## config.mk

```make
export PLATFORM = sky130hd
export DESIGN_NAME = tx_symbol_scheduler
export DESIGN_NICKNAME = d
export VERILOG_FILES = /design/src/rtl/transceiver_pkg.sv /design/src/rtl/tx_byte_fifo.sv /design/src/rtl/tx_symbol_scheduler.sv
export SDC_FILE = /design/constraint.sdc
export NUM_CORES = 1
export LEC_CHECK = 0
export ABC_AREA = 1
export CAP_MARGIN = 20
export CORE_MARGIN = 8
export CORE_UTILIZATION = 49
export CTS_CLUSTER_SIZE = 25
export DETAILED_ROUTE_END_ITERATION = 7
export GPL_TIMING_DRIVEN = 0
export MAX_ROUTING_LAYER = met4
export PLACE_DENSITY = 0.76
export SYNTH_ARGS = -nofsm -noshare
export SYNTH_HDL_FRONTEND = slang
export SYNTH_SLANG_ARGS = --single-unit
```

## constraint.sdc

```tcl
create_clock -name clk -period 1.7 [get_ports clk]
set_input_delay 0.17 -clock clk [delete_from_list [all_inputs] [get_ports clk]]
set_output_delay 0.17 -clock clk [all_outputs]
set_load 0.02 [all_outputs]
```

## src/rtl/transceiver_pkg.sv

```systemverilog
// Shared definitions for the transmit path: sequencer state encoding,
// preamble pattern and default datapath widths.
package transceiver_pkg;

  localparam int DATA_W_DEF = 8;
  localparam int CODE_W_DEF = 12;

  // Frame preamble, sent MSB-first ahead of the codeword when compiled in.
  localparam int                  PRE_LEN     = 4;
  localparam logic [PRE_LEN-1:0]  PRE_PATTERN = 4'b1010;

  typedef enum logic [1:0] {
    S_IDLE = 2'd0,
    S_LOAD = 2'd1,
    S_PRE  = 2'd2,
    S_DATA = 2'd3
  } tx_state_e;

endpackage

```

## src/rtl/tx_byte_fifo.sv

```systemverilog
// Small synchronous byte FIFO with a combinational head (no output register),
// sticky overflow flag and a synchronous flush that also discards writes.
module tx_byte_fifo #(
  parameter int DATA_W = 8,
  parameter int DEPTH  = 4
) (
  input  logic              clk,
  input  logic              rst,
  input  logic              flush,
  input  logic              wr_en,
  input  logic [DATA_W-1:0] wr_data,
  input  logic              rd_en,
  output logic [DATA_W-1:0] rd_data,
  output logic              full,
  output logic              empty,
  output logic              overflow
);

  localparam int AW = $clog2(DEPTH);

  logic [AW:0]       wr_ptr_reg, wr_ptr_next;
  logic [AW:0]       rd_ptr_reg, rd_ptr_next;
  logic              overflow_reg, overflow_next;
  logic [DATA_W-1:0] mem [DEPTH];
  logic              push;
  logic              pop;

  // Pointers carry one extra wrap bit to tell full from empty.
  assign empty = (wr_ptr_reg == rd_ptr_reg);
  assign full  = (wr_ptr_reg[AW] != rd_ptr_reg[AW]) &&
                 (wr_ptr_reg[AW-1:0] == rd_ptr_reg[AW-1:0]);

  assign pop  = rd_en && !empty && !flush;
  assign push = wr_en && !flush && (!full || pop);

  generate
    for (genvar gi = 0; gi < DEPTH; gi++) begin : g_entry
      always_ff @(posedge clk) begin
        if (push && (wr_ptr_reg[AW-1:0] == AW'(gi))) begin
          mem[gi] <= wr_data;
        end
      end
    end
  endgenerate

  // Head is forced to zero when empty so stale entries never leak out.
  assign rd_data  = empty ? '0 : mem[rd_ptr_reg[AW-1:0]];
  assign overflow = overflow_reg;

  always_comb begin
    wr_ptr_next   = wr_ptr_reg;
    rd_ptr_next   = rd_ptr_reg;
    overflow_next = overflow_reg;
    if (flush) begin
      wr_ptr_next   = '0;
      rd_ptr_next   = '0;
      overflow_next = 1'b0;
    end else begin
      if (push) wr_ptr_next = wr_ptr_reg + 1'b1;
      if (pop)  rd_ptr_next = rd_ptr_reg + 1'b1;
      if (wr_en && full && !pop) overflow_next = 1'b1;
    end
  end

  always_ff @(posedge clk or negedge rst) begin
    if (!rst) begin
      wr_ptr_reg   <= '0;
      rd_ptr_reg   <= '0;
      overflow_reg <= 1'b0;
    end else begin
      wr_ptr_reg   <= wr_ptr_next;
      rd_ptr_reg   <= rd_ptr_next;
      overflow_reg <= overflow_next;
    end
  end

endmodule

```

## src/rtl/tx_symbol_scheduler.sv

```systemverilog
// Frames buffered bytes into gap-free BPSK symbols: FIFO -> encoder -> MSB-first
// shift register, and drives the carrier phase. TX_PREAMBLE_EN adds a 1010 preamble.
module tx_symbol_scheduler
  import transceiver_pkg::*;
#(
  parameter int DATA_W     = DATA_W_DEF,
  parameter int CODE_W     = CODE_W_DEF,
  parameter int SPS        = 256,
  parameter int PH_W       = 8,
  parameter int FIFO_DEPTH = 4
) (
  input  logic              clk,
  input  logic              rst,
  input  logic              en,
  input  logic [DATA_W-1:0] byte_in,
  input  logic              byte_valid,
  output logic [DATA_W-1:0] enc_data,
  input  logic [CODE_W-1:0] enc_code,
  output logic [PH_W-1:0]   carrier_phase,
  output logic              mod_bit,
  output logic              mod_en,
  output logic              busy,
  output logic              frame_done,
  output logic              fifo_full,
  output logic              overflow
);

`ifdef TX_PREAMBLE_EN
  localparam int SR_W = CODE_W + PRE_LEN;
`else
  localparam int SR_W = CODE_W;
`endif
  localparam int SC_W = $clog2(SR_W);

  tx_state_e         state_reg, state_next;
  logic [PH_W-1:0]   phase_reg, phase_next;
  logic [SC_W-1:0]   sym_cnt_reg, sym_cnt_next;
  logic [SR_W-1:0]   shift_reg, shift_next;
  logic              fifo_pop;
  logic              fifo_empty;
  logic              frame_last;
  logic              sym_end;

  tx_byte_fifo #(
    .DATA_W (DATA_W),
    .DEPTH  (FIFO_DEPTH)
  ) u_fifo (
    .clk      (clk),
    .rst      (rst),
    .flush    (!en),
    .wr_en    (byte_valid && en),
    .wr_data  (byte_in),
    .rd_en    (fifo_pop),
    .rd_data  (enc_data),
    .full     (fifo_full),
    .empty    (fifo_empty),
    .overflow (overflow)
  );

  assign sym_end = (phase_reg == PH_W'(SPS - 1));

  always_comb begin
    state_next   = state_reg;
    phase_next   = phase_reg;
    sym_cnt_next = sym_cnt_reg;
    shift_next   = shift_reg;
    fifo_pop     = 1'b0;
    frame_last   = 1'b0;

    case (state_reg)
      S_IDLE: begin
        phase_next   = '0;
        sym_cnt_next = '0;
        if (!fifo_empty) state_next = S_LOAD;
      end

      S_LOAD: begin
        fifo_pop     = 1'b1;
        phase_next   = '0;
        sym_cnt_next = '0;
`ifdef TX_PREAMBLE_EN
        shift_next   = {PRE_PATTERN, enc_code};
        state_next   = S_PRE;
`else
        shift_next   = enc_code;
        state_next   = S_DATA;
`endif
      end

`ifdef TX_PREAMBLE_EN
      S_PRE: begin
        if (sym_end) begin
          phase_next = '0;
          shift_next = {shift_reg[SR_W-2:0], 1'b0};
          if (sym_cnt_reg == SC_W'(PRE_LEN - 1)) begin
            sym_cnt_next = '0;
            state_next   = S_DATA;
          end else begin
            sym_cnt_next = sym_cnt_reg + 1'b1;
          end
        end else begin
          phase_next = phase_reg + 1'b1;
        end
      end
`endif

      S_DATA: begin
        if (sym_end) begin
          phase_next = '0;
          shift_next = {shift_reg[SR_W-2:0], 1'b0};
          if (sym_cnt_reg == SC_W'(CODE_W - 1)) begin
            // Chain straight into the next frame with a single LOAD cycle.
            frame_last   = 1'b1;
            sym_cnt_next = '0;
            state_next   = fifo_empty ? S_IDLE : S_LOAD;
          end else begin
            sym_cnt_next = sym_cnt_reg + 1'b1;
          end
        end else begin
          phase_next = phase_reg + 1'b1;
        end
      end

      default: state_next = S_IDLE;
    endcase

    // Dropping en aborts the frame outright on the next edge.
    if (!en) begin
      state_next   = S_IDLE;
      phase_next   = '0;
      sym_cnt_next = '0;
      shift_next   = '0;
      fifo_pop     = 1'b0;
    end
  end

  always_ff @(posedge clk or negedge rst) begin
    if (!rst) begin
      state_reg   <= S_IDLE;
      phase_reg   <= '0;
      sym_cnt_reg <= '0;
      shift_reg   <= '0;
    end else begin
      state_reg   <= state_next;
      phase_reg   <= phase_next;
      sym_cnt_reg <= sym_cnt_next;
      shift_reg   <= shift_next;
    end
  end

  assign carrier_phase = phase_reg;
  assign mod_bit       = shift_reg[SR_W-1];
  assign mod_en        = (state_reg == S_PRE) || (state_reg == S_DATA);
  assign busy          = mod_en || (state_reg == S_LOAD);
  assign frame_done    = frame_last && en;

endmodule

```

Figure 1. PDN straps and rails (run 1).
Pins as bars on the die edge. Tap cells in gray.
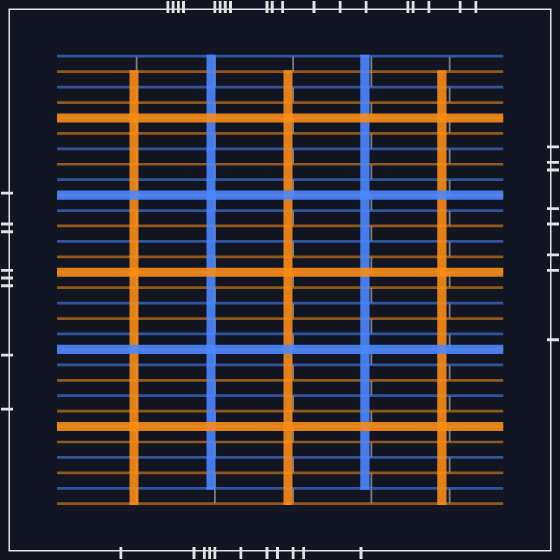
- VSS: orange
- VDD: blue
- signal pins: 46
- rows: 29
- met1 rails: 30
Peak VDD IR: 0.724 mV
chip width: 95.2 um

Figure 2. The metal 2 layer (run 1).
Scale bar: 20 um.
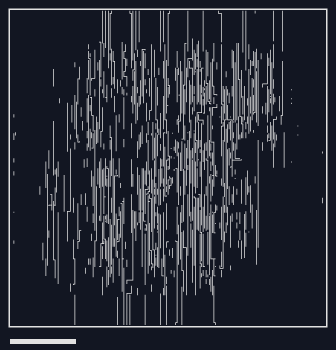
- share of all routed wire: 51%
- longest straight run: 32.3 um
- main direction: vertical

==> impl_metrics.tcl, run 1 <==
# flow metrics
set metrics [dict create \
    setup_violations 17 \
    fmax_mhz 572 \
    drcViolationCount 0 \
    worst_pin_slew_ns 0.742 \
    drive_gt1_share_pct 28.4 \
    grt_pass1_vias 2482 \
    path_class "flip-flop to output pin" \
    skew_ns 0.0123 \
    portBuffers 45 \
    cts_root_buf "clkbuf_8" \
    r2r_slack_ns -0.01 \
    ys_chip_area_mm2 0.00307 \
    edf_count 32 \
    most-common-layout-cells "nand2_1 (54), clkdlybuf4s50_1 (33), edfxtp_1 (32)" \
    reg2reg_to "u_fifo.mem[1][6]" \
    slew_headroom_pct 50.6 \
    vias_per_cell 5.35 \
    status "finished with violations" \
    reg2reg_from "state_reg[1]" \
    setup_slack_ns -0.0485 \
    drt_iter0_markers 303 \
    drtAntennaViolNets 0 \
    cp_cell_sequence "buf_6, clkinv_8, clkbuf_16, nor2_1, o22ai_1, nand2_2, inv_2, buf_6" \
    grt_pass1_wl_mm 12.2 \
    largest_reg_flops 32 \
    gp_congestion 0.840 \
    wl_per_cell_um 17.0 \
    hold_violations 0 \
    syn_area_mm2 0.00307 \
    crit_slowest_cell "dfrtp_1" \
    cts_buffer_depth 2 \
    antennaDiodeCount 0 \
    syn_area_per_cell_um2 9.79 \
    start_kind "flip-flop" \
    grt_setup_unrepaired "true" \
    synth_async_sr_flop_share_pct 50.8 \
    grt_max_degree 34 \
    syn2layout_area_growth_pct 39.4 \
    power_mw 5.13 \
    fillCellCount 440 \
    postSynthCellCount 314 \
    maxSlewViolCount 0 \
    antenna_found_initial 0 \
    finalCritPeriodShare_pct 103 \
    yosys_cells 314 \
    yosys_register_bits 65 \
    dp.cells 436 \
    warning_count 31 \
    yosysWarningCount 0 \
    wl_mm 8.13 \
    fin_area_mm2 0.00428 \
    clk_latency_ns 0.35 \
    crit_buf_inv 5 \
    dr.pass1.iters 4 \
    core_mm2 0.00620 \
    synth-main-ff-cell "dfrtp_1" \
    ioPinCount 46 \
    critical_path.top_delay_family "buffers and inverters" \
    p_leak_nw 1.84 \
    cts_tree "built" \
    violations "setup timing" \
    path_common_cell "buf_6" \
    clock_sink_count 65 \
    numCtsBuffers 9 \
    cp_slowest_stage_delay_ns 0.40 \
    instances_no_fill 478 \
    arrival_ns 1.58 \
    cap_violations 0 \
    final_nets 427 \
    ys_seq_share_pct 58.1 \
    r2r_cells 6 \
    vias 2555 \
    grt_usage_pct 18.2 \
    endpoint_kind "output pin" \
    place_hpwl_mm 4.68 \
    fp_nets 345 \
    fp_util_pct 49.5 \
    cts.htree.levels 3 \
    power_density_mw_per_mm2 1200 \
    fin_crit_ns 1.75 \
    clk_pin_slew_ns 0.08 \
    die_area_mm2 0.00906 \
    gr-total-overflow 0 \
    cp_data_required_time_ns 1.53 \
    final.setup.tns_ns -0.376 \
    post-place-ws_ns -0.729 \
    hp-class "input port to asynchronous set/reset pin" \
    final_common_cell "nand2_1" \
    std_cell_rows 29 \
]
Figure 3. Clock network drawn from the DEF (run 1).
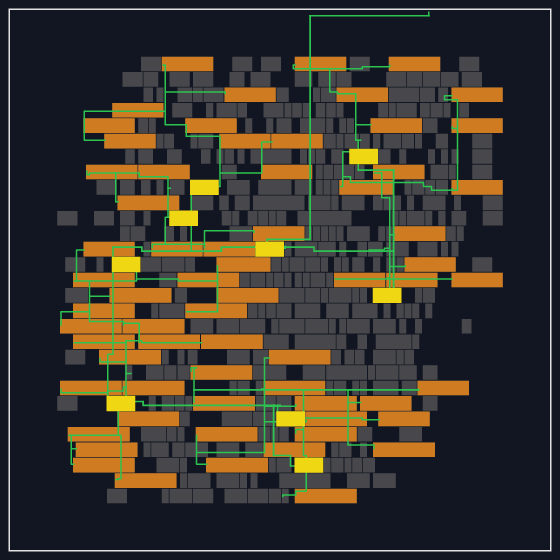
- flip-flops: orange (count 65)
- clock-net drivers: yellow (count 9)
- clock wires: green (length 872 um)
- routed clock nets: 10

[run 1: worst max path at each step]
| stage | start | to | cells past startpoint |
|---|---|---|---|
| 2_1_floorplan | u_fifo.rd_ptr_reg[1] | u_fifo.mem[0][0] | 7 |
| 3_3_place_gp | en | frame_done | 7 |
| 3_5_place_dp | en | u_fifo.mem[3][2] | 5 |
| 4_1_cts | u_fifo.rd_ptr_reg[0] | enc_data[7] | 8 |
| 5_1_grt | u_fifo.rd_ptr_reg[0] | enc_data[0] | 7 |
| 6_report | u_fifo.rd_ptr_reg[0] | enc_data[4] | 8 |
[run 1: routing by layer]
metal / up-vias / GRT usage (%) / wire, um
met4: 0 / 6.63 / 139
met3: 15 / 4.02 / 420
met1: 1230 / 21.9 / 3450
met2: 88 / 29.4 / 4120
met5: - / - / 0
li1: 1222 / - / -
[run 1: kinds of logic (layout without fill, tap and decap cells)]
family / count (synthesis) / after routing / share of synthesized area, %
fa+ha+maj: 7 / 7 / 2.85
compound gates: 61 / 61 / 11.8
buf+inv: 45 / 132 / 6.84
xor+xnor: 9 / 9 / 2.57
simple gates: 127 / 127 / 17.8
flops: 65 / 65 / 58.1
[run 1: through the flow]
step / util, % / hold slack (ns)
after floorplan: - / -0.126
after global placement: 58.3 / 0.472
after detailed placement: 58.3 / 0.293
after CTS: 66.2 / 0.430
after global routing: 69.0 / 0.457
final: 69.0 / 0.422
[run 1: power breakdown]
| group | internal (mW) | leakage (nW) | switching (mW) |
|---|---|---|---|
| Sequential | 1.83 | 0.732 | 0.112 |
| Clock | 0.516 | 0.0734 | 0.610 |
| Combinational | 0.912 | 1.03 | 1.15 |
[run 1: synth_stat cells (2+ instances only)]
cell       n  area share (%)
o22ai_1   11             2.2
edfxtp_1  32              31
inv_2      3            0.37
nand3_1   14             2.3
buf_4      4            0.98
buf_6      3             1.1
ha_1       7             2.9
nand4_1    3            0.61
nand2_1   71             8.7
xor2_1     7             2.0
o21ai_0   24             3.9
o21ai_1   12             2.0
inv_1     29             3.5
buf_2      3            0.49
clkbuf_1   3            0.37
nor3_1     2            0.33
dfrtp_1   33              27
nand2_2    2            0.41
nor2_1    30             3.7
xnor2_1    2            0.57
a22oi_1   11             2.7
[run 1: final cells by class]
cell class              count  area [um2]  area share [%]
inverters                  32         140            3.27
clock inverters             6        35.0           0.818
clock buffers              10         128            2.98
well taps                  77        96.3            2.25
repair buffers             72         722            16.9
multi-input cells         204        1240            29.1
flip-flops and latches     65        1790            41.8
plain buffers              12         128            2.98
[run 1: timing repair]
action                                  4_1_cts  5_1_grt
endpoints found under the setup margin       44       43
pin swaps                                    12       12
buffers inserted                             18        6
cloned                                        1        1
hold buffers                                  1        0
endpoints found under the hold margin        33        0
gates resized                               106       47
==> run 1 -> run 2 <==
- PLACE_DENSITY: 0.76 -> default
- PLACE_DENSITY_LB_ADDON: default -> 0.12
Figure 4. Clock network drawn from the DEF (run 2).
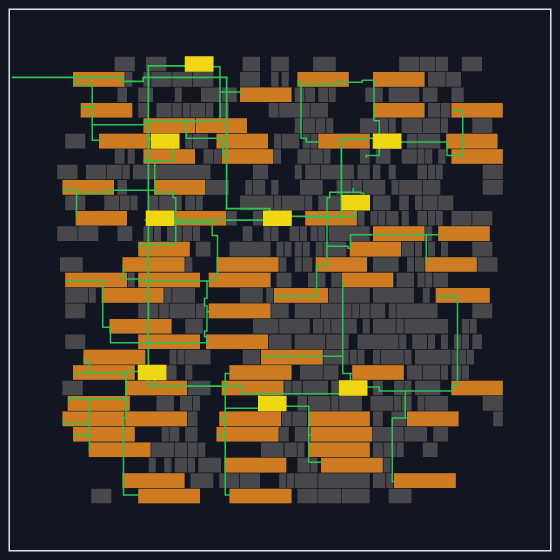
- clock wires: green (length 815 um)
- flip-flops: orange (count 65)
- clock-net drivers: yellow (count 9)
- routed clock nets: 10
- flops lie: spread over the die

Figure 5. Placement by cell class (run 2).
Scale bar: 20 um. Fill, decap, tap and diode cells in gray.
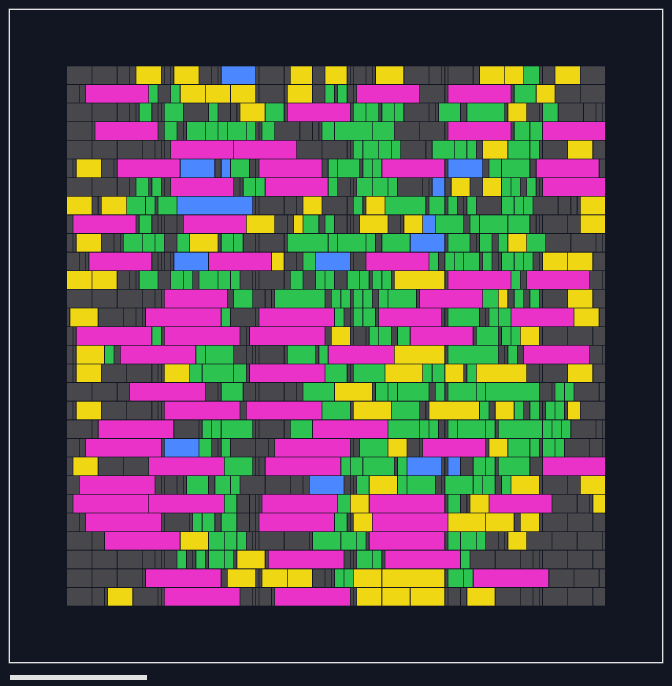
- registers: magenta (cells 65)
- clock drivers and dummy loads: blue (cells 14)
- remaining buffers and delay cells: yellow (cells 85)
- remaining logic cells: green (cells 236)
fraction of area in registers: 41.1%
row count: 29
design area: 0.00435 mm2
Final Util: 70.1%
Core ar.: 0.00620 mm2

==> run 2 against run 1 <==
  * The flow still finishes with violations (setup timing)
  * Critical path depth up 1
  * Count of clock-buffer cells in the layout shrank 1
  * Clock skew decreased by 0.0058 ns
  * Critical path type unchanged
  * Sequential share of layout area down 0.64 points
  * Area after synthesis stayed put
  * Total power is 1.7% higher
  * Hold slack better by 0.016 ns
==> impl_metrics.tcl, run 2 <==
# flow metrics
set metrics [dict create \
    status "finished with violations" \
    violations "setup timing" \
    grt_setup_unrepaired "true" \
    grt_max_degree 34 \
    drive_gt1_share_pct 28.7 \
    numCtsBuffers 9 \
    syn2layout_area_growth_pct 41.5 \
    portBuffers 45 \
    finalCritPeriodShare_pct 102 \
    gr-total-overflow 0 \
    fmax_mhz 576 \
    ys_chip_area_mm2 0.00307 \
    switching_power_mw 1.80 \
    warning_count 31 \
    fp_nets 345 \
    netlist_top_cells_count "nand2_1 (71), dfrtp_1 (33), edfxtp_1 (32)" \
    top_area_share_pct 31.3 \
    cts_buffer_depth 2 \
    die_area_mm2 0.00906 \
    synthTopCellsByArea "edfxtp_1 (31%), dfrtp_1 (27%), nand2_1 (8.7%), o21ai_0 (3.9%), nor2_1 (3.7%)" \
    power_frac_clock_pct 23.0 \
    antennaDiodeCount 0 \
    slew_headroom_pct 48.4 \
    clk_pin_slew_ns 0.07 \
    wl_mm 7.50 \
    cp_data_required_time_ns 1.53 \
    final_common_cell "nand2_1" \
    grt_pass1_wl_mm 11.7 \
    p_leak_nw 1.90 \
    fp_util_pct 49.5 \
    cp_max_fo 5 \
    gp_congestion 0.764 \
    setup_violations 8 \
    drt_iter0_markers 147 \
    synth_async_sr_flop_share_pct 50.8 \
    power_density_mw_per_mm2 1200 \
    fillCellCount 439 \
    r2r_slack_ns 0 \
    final_nets 428 \
    yosys_register_bits 65 \
    path_class "flip-flop to output pin" \
    clock_sink_count 65 \
    hp-class "input port to asynchronous set/reset pin" \
    largest_reg_flops 32 \
    cts_root_buf "clkbuf_8" \
    die-width_um 95.2 \
    drtAntennaViolNets 0 \
    setup_slack_ns -0.0370 \
    synth-main-ff-cell "dfrtp_1" \
    skew_ns 0.00649 \
    endpoint_kind "output pin" \
    vias_per_cell 5.17 \
    cap_violations 0 \
    ys_seq_share_pct 58.1 \
    reg2reg_to "u_fifo.mem[3][0]" \
    p_comb_share_pct 40.0 \
    internal_power_mw 3.41 \
    ioPinCount 46 \
    start_kind "flip-flop" \
    yosysWarningCount 0 \
    grt_usage_pct 17.6 \
    worst_pin_slew_ns 0.774 \
    hold_violations 0 \
    power_frac_seq_pct 37.0 \
    postSynthCellCount 314 \
    edf_count 32 \
    maxSlewViolCount 0 \
    reg2reg_from "u_fifo.rd_ptr_reg[0]" \
    drcViolationCount 0 \
    arrival_ns 1.57 \
    yosys.area.top_type "edfxtp_1" \
    yosys_cells 314 \
    dr.pass1.iters 4 \
    vias 2465 \
    cts.htree.levels 3 \
    grt_pass1_vias 2374 \
    syn_area_per_cell_um2 9.79 \
    power.share.switching_pct 34.6 \
    most_common_cell "nand2_1" \
    place_hpwl_mm 4.48 \
    fin_crit_ns 1.74 \
    r2r_cells 8 \
    wl_per_cell_um 15.7 \
    irDropWorstVdd_mv 0.724 \
    cp-startpoint "u_fifo.rd_ptr_reg[0]" \
    syn_area_mm2 0.00307 \
    cts_tree "built" \
    clk_latency_ns 0.34 \
    crit_end "enc_data[2]" \
    antenna_found_initial 0 \
]
[run 2: worst min path at each step]
stage / from / to / slack, ns / cells after the start
floorplan: rst / carrier_phase[0] / -0.13 / 0
global placement: u_fifo.overflow / u_fifo.overflow / 0.47 / 2
detailed placement: rst / u_fifo.rd_ptr_reg[0] / 0.29 / 1
CTS: byte_valid / u_fifo.overflow / 0.44 / 3
global route: byte_valid / u_fifo.overflow / 0.46 / 3
finish: rst / u_fifo.rd_ptr_reg[0] / 0.44 / 2
[run 2: stage by stage]
step                setup TNS (ns)  worst slack (ns)  power [mW]  instances  hold slack, ns
floorplan                        0            0.0239        2.86        314          -0.126
global placement            -35.49            -0.724        3.40        436           0.469
detailed placement          -25.83            -0.707        3.41        436           0.293
CTS                         -0.246           -0.0463        5.04        470           0.438
global route                 -1.98            -0.105        5.49        477           0.457
finish                      -0.202           -0.0370        5.21        477           0.438
[run 2: routing by layer]
layer  vias to the layer above  part of all wire (%)  wire length, um  global-route usage [%]
li1                       1221                     -                -                       -
met1                      1161                    46             3430                    22.3
met2                        71                    47             3490                    26.3
met3                        12                   5.8              434                    3.86
met4                         0                   1.9              142                    8.06
met5                         -                     0                0                       -
[run 2: layout make-up]
class | instances | area [um2] | area share [%]
Clock buffer | 9 | 124 | 2.85
Buffer | 12 | 120 | 2.76
Tap cell | 77 | 96.3 | 2.22
Clock inverter | 5 | 48.8 | 1.12
Multi-Input combinational cell | 204 | 1290 | 29.6
Inverter | 32 | 135 | 3.11
Sequential cell | 65 | 1790 | 41.1
Timing Repair Buffer | 73 | 748 | 17.2
[run 2: critical path: stages, from the launching register on]
cell     delay, ns
dfrtp_1       0.39
buf_6         0.15
inv_8         0.08
nand2_4       0.06
nand2_4       0.08
nand3_4       0.09
buf_8         0.16
nand2_4       0.06
inv_2         0.04
buf_6         0.12
[run 2: power groups by stage]
stage	registers (mW)	clock network [mW]	logic, mW
finish	1.93	1.20	2.08
global placement	1.95	0	1.45
global route	1.95	1.29	2.25
CTS	1.92	1.22	1.90
detailed placement	1.95	0	1.46
floorplan	1.95	0	0.907
[run 2: what timing repair did]
item | in CTS | in global routing
cloned | 1 | 1
endpoints found under the setup margin | 44 | 43
gates resized | 120 | 39
hold buffers | 1 | 0
endpoints found under the hold margin | 33 | 0
pin swaps | 15 | 17
setup buffers | 19 | 6
[run 2: logic make-up after synthesis]
group / share of synthesized area [%]
buf+inv: 6.84
simple gates: 17.8
flops: 58.1
xor+xnor: 2.57
compound gates: 11.8
fa+ha+maj: 2.85
Figure 6. Placement view (run 2).
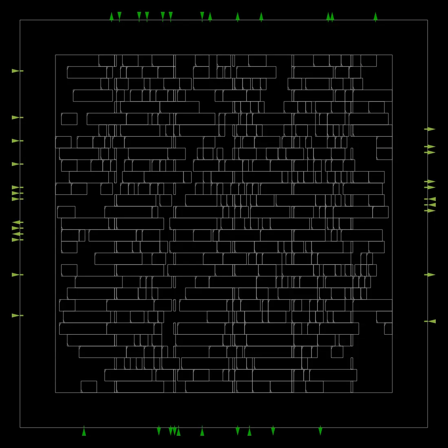

==> run 2 -> run 3 <==
- ABC_AREA: 1 -> 0
Figure 7. Placement view (run 3).
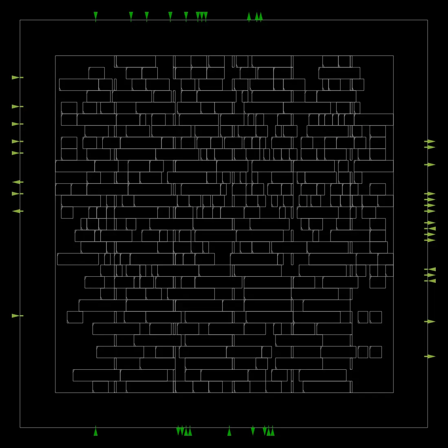
Core ar.: 0.00624 mm2
fraction of area in registers: 41.4%
flop count: 65

==> run 3 against run 2 <==
  * The run still ends with setup timing left
  * Total power decreased by 19%
  * First-iteration DRC count decreased by 50%
  * Final cell count decreased by 17%
  * Combinational power decreased by 46%
  * Critical endpoint is now enc_data[6]
  * Largest power group is now registers
==> impl_metrics.tcl, run 3 <==
# flow metrics
set metrics [dict create \
    status "finished with violations" \
    violations "setup timing" \
    arrival_ns 1.70 \
    yosys.area.top_type "edfxtp_1" \
    cp-startpoint "u_fifo.rd_ptr_reg[0]" \
    cts_root_buf "clkbuf_8" \
    synth_async_sr_flop_share_pct 50.8 \
    yosys_cells 226 \
    slew_headroom_pct 47.3 \
    most_common_cell "dfrtp_1" \
    fin_crit_ns 1.87 \
    r2r_slack_ns -0.13 \
    gp_congestion 0.786 \
    start_kind "flip-flop" \
    grt_pass1_wl_mm 11.1 \
    clock_sink_count 65 \
    dp.cells 347 \
    p_comb_share_pct 26.8 \
    cts_tree "built" \
    grt_max_degree 34 \
    drive_gt1_share_pct 39.8 \
    yosys_register_bits 65 \
    ioPinCount 46 \
    antenna_found_initial 0 \
    clk_latency_ns 0.33 \
    drcViolationCount 0 \
    internal_power_mw 3.03 \
    power_frac_clock_pct 29.7 \
    fp_util_pct 49.5 \
    setup_violations 28 \
    dr.pass1.iters 5 \
    cts.htree.levels 3 \
    power_frac_seq_pct 43.5 \
    vias_per_cell 5.46 \
    numCtsBuffers 9 \
    netlist_top_cells_count "dfrtp_1 (33), edfxtp_1 (32), a22o_1 (11), nor2_1 (11), nor2b_1 (11)" \
    setup_slack_ns -0.174 \
    switching_power_mw 1.18 \
    vias 2164 \
    drtAntennaViolNets 0 \
    hold_start "en" \
    crit_end "enc_data[6]" \
    synth-main-ff-cell "dfrtp_1" \
    grt_setup_unrepaired "true" \
    syn2layout_area_growth_pct 40.9 \
    yosysWarningCount 0 \
    cp_data_required_time_ns 1.53 \
    warning_count 32 \
    antennaDiodeCount 0 \
    syn_area_mm2 0.00309 \
    portBuffers 44 \
    worst_pin_slew_ns 0.791 \
    final_nets 345 \
    cts_buffer_depth 2 \
    skew_ns 0.00818 \
    grt_pass1_vias 2263 \
    syn_area_per_cell_um2 13.7 \
    gr-total-overflow 0 \
    power.share.switching_pct 28.0 \
    p_leak_nw 1.73 \
    clk_pin_slew_ns 0.07 \
    ys_seq_share_pct 57.8 \
    edf_count 32 \
    top_area_share_pct 31.1 \
    most-common-layout-cells "edfxtp_1 (32), clkdlybuf4s50_1 (31), buf_4 (28)" \
    cap_violations 0 \
    wl_mm 7.05 \
    irDropWorstVdd_mv 0.685 \
    largest_reg_flops 32 \
    place_hpwl_mm 4.13 \
    fillCellCount 454 \
    fp_nets 257 \
]
Figure 8. Placement by cell class (run 3).
Scale bar: 20 um. Fill, decap, tap and diode cells in gray.
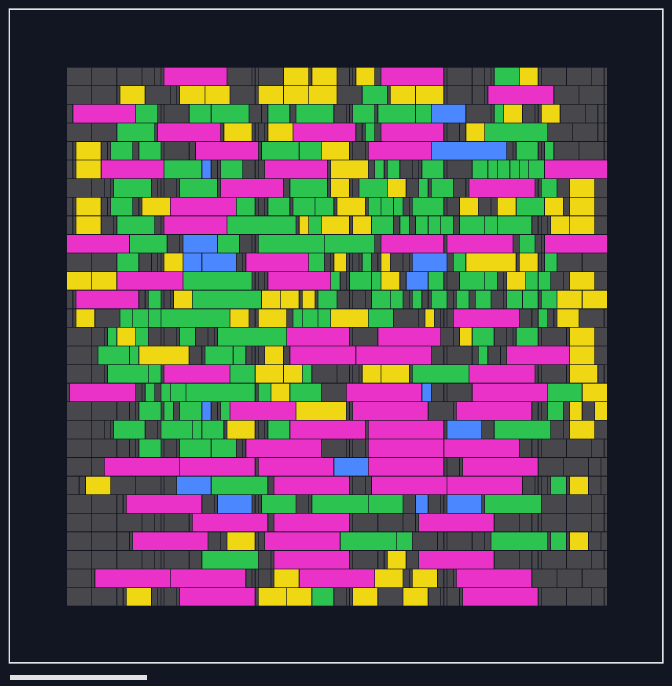
- clock drivers and dummy loads: blue (cells 16)
- remaining logic cells: green (cells 148)
- registers: magenta (cells 65)
- remaining buffers and delay cells: yellow (cells 90)
design area: 0.00435 mm2
Final Util: 69.8%

## run 3: cell types whose count changed after synthesis, sizes merged, moves of 11 or more
cell | before | now
nand2 | 74 | 8
o21ai | 37 | 9
inv | 32 | 8
nor2 | 32 | 11
a22oi | 11 | 0
mux2 | 0 | 11
nor2b | 0 | 11
## run 3: repair_timing
action,CTS,global route
resized,88,37
pin swaps,6,16
hold buffers,1,0
gates cloned,3,0
setup buffers,18,15
endpoints found under the hold margin,33,0
setup endpoints to repair,55,60
## run 3: how the worst min path moves through the flow
stage,end,slack (ns),depth (start not counted)
global route,u_fifo.rd_ptr_reg[1],0.18,3
finish,u_fifo.wr_ptr_reg[1],0.17,3
CTS,u_fifo.rd_ptr_reg[1],0.15,3
floorplan,carrier_phase[0],-0.13,0
global placement,shift_reg[0],0.47,1
detailed placement,carrier_phase[7],0.30,1
## run 3: final cells by class
class                      instances  area, um2  area share, %
clock inverter                     6       58.8           1.35
sequential                        65       1800           41.4
tap                               77       96.3           2.21
clock buffer                      10        128           2.93
timing repair buffer              79        759           17.4
multi-input combinational        140       1400           32.1
buffer                            11       82.6           1.90
inverter                           8       30.0          0.690
## run 3: kinds of logic after synthesis
family / Yosys count / synth area share, %
fa+ha+maj: 7 / 2.84
simple gates: 62 / 10.8
mux: 20 / 11.3
xor+xnor: 10 / 3.08
buf+inv: 21 / 3.48
flops: 65 / 57.8
compound gates: 41 / 10.7
## run 3: critical path, stage by stage, from the launching register on
cell and delay (ns):
dfrtp_2 0.42, buf_12 0.15, mux4_2 0.50, nor2b_2 0.18
buf_6 0.13
## run 3: power by group through the flow
stage	clock network (mW)	registers (mW)	logic [mW]
after floorplan	0	1.84	0.547
after global placement	0	1.84	0.842
after detailed placement	0	1.85	0.846
after CTS	1.28	1.82	1.10
after global routing	1.35	1.84	1.19
final	1.25	1.83	1.13
## run 3: stage by stage
step | cell area (um2) | power, mW | setup WS (ns) | hold slack (ns) | TNS (ns)
after global routing | 4350 | 4.39 | -0.235 | 0.181 | -4.50
after global placement | 3650 | 2.69 | -0.434 | 0.467 | -22.93
after CTS | 4170 | 4.20 | -0.260 | 0.150 | -3.59
after detailed placement | 3650 | 2.70 | -0.388 | 0.298 | -13.09
after floorplan | 3110 | 2.39 | -0.108 | -0.126 | -1.04
final | 4350 | 4.21 | -0.174 | 0.171 | -2.78
## run 3: per-layer routing
metal	GRT usage [%]	part of all wire (%)	vias to the layer above
met5	-	0	-
met4	7.17	2.1	0
met3	4.02	4.9	11
met2	24.8	47	50
met1	21.3	46	1078
li1	-	-	1025
Power is estimated from default activity; no workload was simulated.
